==> config.mk <==
export PLATFORM = sky130hd
export DESIGN_NAME = mem_access_unit
export DESIGN_NICKNAME = d
export VERILOG_FILES = /design/src/rtl/mem_access_unit.sv
export SDC_FILE = /design/constraint.sdc
export NUM_CORES = 1
export LEC_CHECK = 0
export CORE_ASPECT_RATIO = 1.1
export CORE_MARGIN = 5
export CORE_UTILIZATION = 43
export CTS_CLUSTER_SIZE = 25
export DETAILED_ROUTE_END_ITERATION = 8
export GPL_ROUTABILITY_DRIVEN = 0
export PLACE_DENSITY_LB_ADDON = 0.25
export SETUP_SLACK_MARGIN = 0.1
export SLEW_MARGIN = 5
export SYNTH_ARGS = -nofsm -noshare
export SYNTH_HDL_FRONTEND = slang
export SYNTH_SLANG_ARGS = --single-unit
==> constraint.sdc <==
create_clock -name clk -period 2.75 [get_ports clk]
set_input_delay 0.4125 -clock clk [delete_from_list [all_inputs] [get_ports clk]]
set_output_delay 0.4125 -clock clk [all_outputs]
set_load 0.1 [all_outputs]
Run 1, PDN straps and rails:
(2 px per um) Pins as bars on the die edge.
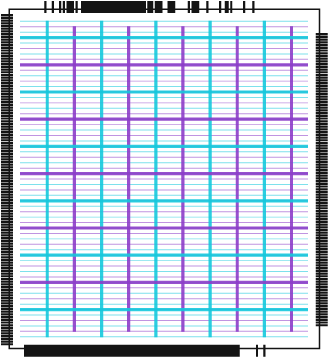
legend:
  VSS:
    colour: cyan
  VDD:
    colour: purple
signal pins: 416
rows: 58
met1 rails: 59
met5 straps: 11
met4 straps: 10
Die W: 154 um
vertical die dimension: 169 um
peak supply drop: 0.000694 V
total core area: 0.0227 sq mm

Run 1, sequential cells coloured by netlist name:
(3 px per um) Other sequential cells in the stronger grey, the rest of the logic in the fainter grey.
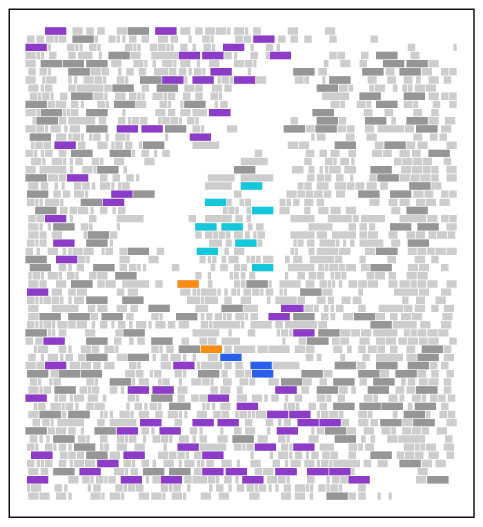
legend:
  r_addr:
    colour: purple
    sequential_cells: 64
  r_cnt:
    colour: cyan
    sequential_cells: 8
    where: centre
  r_state:
    colour: orange
    sequential_cells: 2
  r_width:
    colour: blue
    sequential_cells: 3
Core Util, Final: 62.1%
sequential cell power: 3.79 mW
share of cell area taken by flip-flops and latches: 30.7%
flip-flop and latch area: 0.00433 sq mm

Run 1, clock network drawn from the DEF:
(3 px per um)
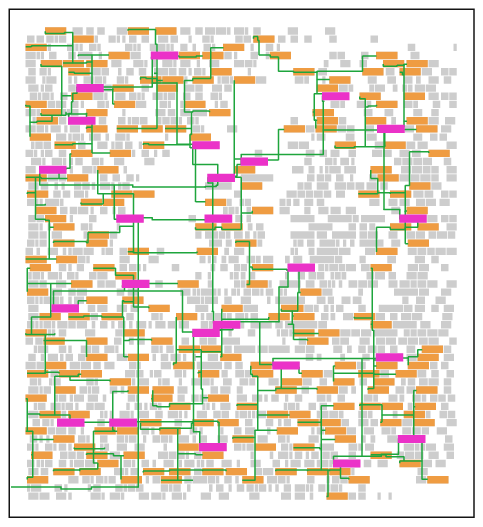
legend:
  flip-flops:
    colour: orange
    count: 216
  clock drivers:
    colour: magenta
    count: 24
  clock wires:
    colour: green
    length: 2,840 um
routed clock nets: 25
Clock Power Share: 24.9%
power of the clock network: 3.26 mW

==> git commit body <==
Refresh implementation metrics

- Total CTS buffers: 24
* Crit path launch type: flop
* Number of detailed-routing iterations run before antenna repair: 5
* Status: finished clean
* Tap cell count: 300
* Period Utilization, post-route: 81.0%
* Leading cell types by total area after synthesis: sky130_fd_sc_hd__dfxtp_1 44%, sky130_fd_sc_hd__nand2_1 10%, sky130_fd_sc_hd__a21boi_0 10%
- Final tally of max-slew violations: 0
- Minimum setup slack in the final design: 0.522 ns
- Prevailing post-synth register cell: sky130_fd_sc_hd__dfxtp_1
- In the setup report, the worst path falls into the class flop to flop.
* Count of buffer and inverter cells on the critical path: 1
- Post-synthesis sequential area ratio: 43.8%
- The CTS log lists the clock sinks for this run as 216.
* Vias per cell: 5.35
* Fraction of synthesized cell area taken by the top area cell type: 43.8%
- Fraction of power spent switching nets: around 46%
- Data arrives at the worst endpoint at approximately 2.7 ns.
- Max-cap viol count: 0
* Signed area change from the synthesized netlist to the final layout: 42.9%
- CP max stage delay: 0.76 ns
- Shortest period the worst path allows: 2.23 ns
- Biggest power consumer among the groups: combinational logic
- Of the cells placed in the final design, the portion with a size suffix greater than 1 is 20.3%.
- Looking at the critical path, the highest net fanout was 18.
* Largest delay share family, worst path: AND-OR/OR-AND gates
* Global-route wire length before repair: 51.7 mm
- The detailed placer reported the number of placed instances as 1,688.
- For this run, the total global-route usage over all layers was measured as 24.6%.
- In this run the full chip footprint comes out at 0.0261 sq mm.
- Number of ordinary inverters in the final layout: 6
* Async set-reset flop share out of synthesis: 0%
* Setup Total Neg Slack: 0 ns
- The layout stage reports a final design area of between 0.01 and 0.015 sq mm.
* Combinational group share of total power: around 46%
- The critical path's slowest stage uses the library cell sky130_fd_sc_hd__dfxtp_1.
- In this run the count of I/O pins placed on the die edge is 416.
- The detail route stage leaves a number of antenna-violating nets equal to 0.
- Transition at the pin with the smallest max-transition slack: 0.762 ns
* Distinct cells, synth: 57
- Comb power: 6.03 mW
- The initial utilization of the core area, before any placement, comes to 43.4%.
* Biggest cell category by area in the final layout: multi-input combinational cells
- Commonest cells in the synthesized netlist: 272 x sky130_fd_sc_hd__nand2_1, 216 x sky130_fd_sc_hd__dfxtp_1, 131 x sky130_fd_sc_hd__a21boi_0
- Logic depth along the worst register-to-register path is recorded as 5.
- Per the layout report, the design carries 434 non-clock buffers.
- Per the OpenROAD power report, leakage power amounts to about 5.5 nW.
- Number of rows created at floorplan: approximately 58
- Worst hold margin: around 0.22 ns
* Vias post-DR: 9,272
* Multi-In Gates: 732
- After synthesis, the mean cell area works out to 8.90 sq um.
- Multi-input gates account for between 30% and 40% of the area.
- In the final layout, clock buffers and inverters account for 5.73% of the cell area.
- Critical path depth: 5
* Required time at the endpoint of the critical path: 3.18 ns
* Final net count: 1,628
* Post-detailed-route wirelength per cell: between 15 and 20 um
* Number of flops mapped to enable cells by yosys: 0
- The critical path goes through buf_4, nand2_1, o2bb2ai_2, a221oi_1, o2bb2ai_1.
- The number of global-route vias before repair was between 9k and 10k.
- Power Internal: 7.05 mW
- The violation tally recorded at the end of detailed-routing iteration 0 is about 440.
- Between clock sinks in the finished design, the worst skew comes to 0.0156 ns.
- Sequential fraction of design power: 29.0%
* Hold depth: 2
* Maximum number of pins on one net before global-route repair: 142
- Per the CTS log, the maximum H-tree level is 1.
- According to the cell report, flip-flops and latches in the layout number between 200 and 250.
* Post-CTS clock slew at the launch and capture registers of the worst setup and hold paths: 0.06 ns
- The clock buffers instantiated in the layout total 36.
* Category of the worst setup path capture point: flop
- Dominant cell type by area after synthesis: sky130_fd_sc_hd__dfxtp_1
- Looking at the clock tree report, the maximum root-to-sink buffer count equals 3.
* Total Power: ~13 mW
- Clock latency on the worst-skew pair: between 0.5 and 0.6 ns
- Area figure in the yosys stat output: 0.00986 sq mm
- The last timing report of the flow puts the setup violation total at 0.
- Worst slew margin relative to its limit: 48.9%
- After the flow finishes, the layout carries non-filler instances totaling between 1.5k and 2k.
* DP Worst Slack: 0.255 ns
- Setup slack, reg-to-reg: around 0.52 ns
- Most popular library cell in the synthesized design by count: sky130_fd_sc_hd__nand2_1
- TritonCTS built the clock tree.
- In the placement report, post-DP HPWL is listed as 25.1 mm.
* Global-route congestion overflow total: 0
- Synth Cell Area: between 0.009 and 0.01 sq mm
* Yosys warning total: 0
- Achievable frequency: around 450 MHz
- The number of antenna violations at the first check in global routing is 3.
- DRC errors left: 0
* Number of failing hold endpoints at the final stage: 0
- The layout report lists the multi-input gate area as ~0.0047 sq mm.
- Non-clock buffering takes up 27.3% of total cell area after layout.
- Per the detailed placement report, the placed cell area equals 0.0133 sq mm.
- The analysis attributes to net switching a power of between 6 and 7 mW.
- Buffer cell driving the clock tree root: sky130_fd_sc_hd__clkbuf_16
- In the Yosys report the total cell count is 1,108.
* Routed Wire Length: around 34 mm
* Hold WC Path Type: primary input to flop
* Number of port buffers: a little over 400
- PwrDens: 928 mW/mm^2
- Setup repair after global routing left no endpoint under its margin.
- Synthesis handed over a netlist of about 1.1k instances.
- OpenROAD emitted warnings numbering 35.
- Setup Buffers After CTS: 0
[run 1: layer usage]
layer / part of all wire [%] / GRT usage (%)
met1: 38 / 28.0
met2: 48 / 42.2
met3: 10 / 9.20
met4: 3.5 / 9.14
met5: 0.053 / 0
[run 1: logic make-up after synthesis]
family	share of synthesized area (%)
compound gates	26.1
xor+xnor	0.0888
fa+ha+maj	0.634
buf+inv	8.77
flops	43.8
mux	6.06
other cells	0.0380
simple gates	14.5
[run 1: layout by cell type, fill, tap and decap left out, drive strengths merged, types with 12 or more instances in the layout]
master / count
nor2: 17
mux2i: 27
dfxtp: 216
a211oi: 12
a21boi: 131
clkbuf: 36
buf: 227
clkdlybuf4s50: 207
nand2: 272
a21oi: 43
o2bb2ai: 70
a221oi: 15
Power and IR drop assume default switching activity.
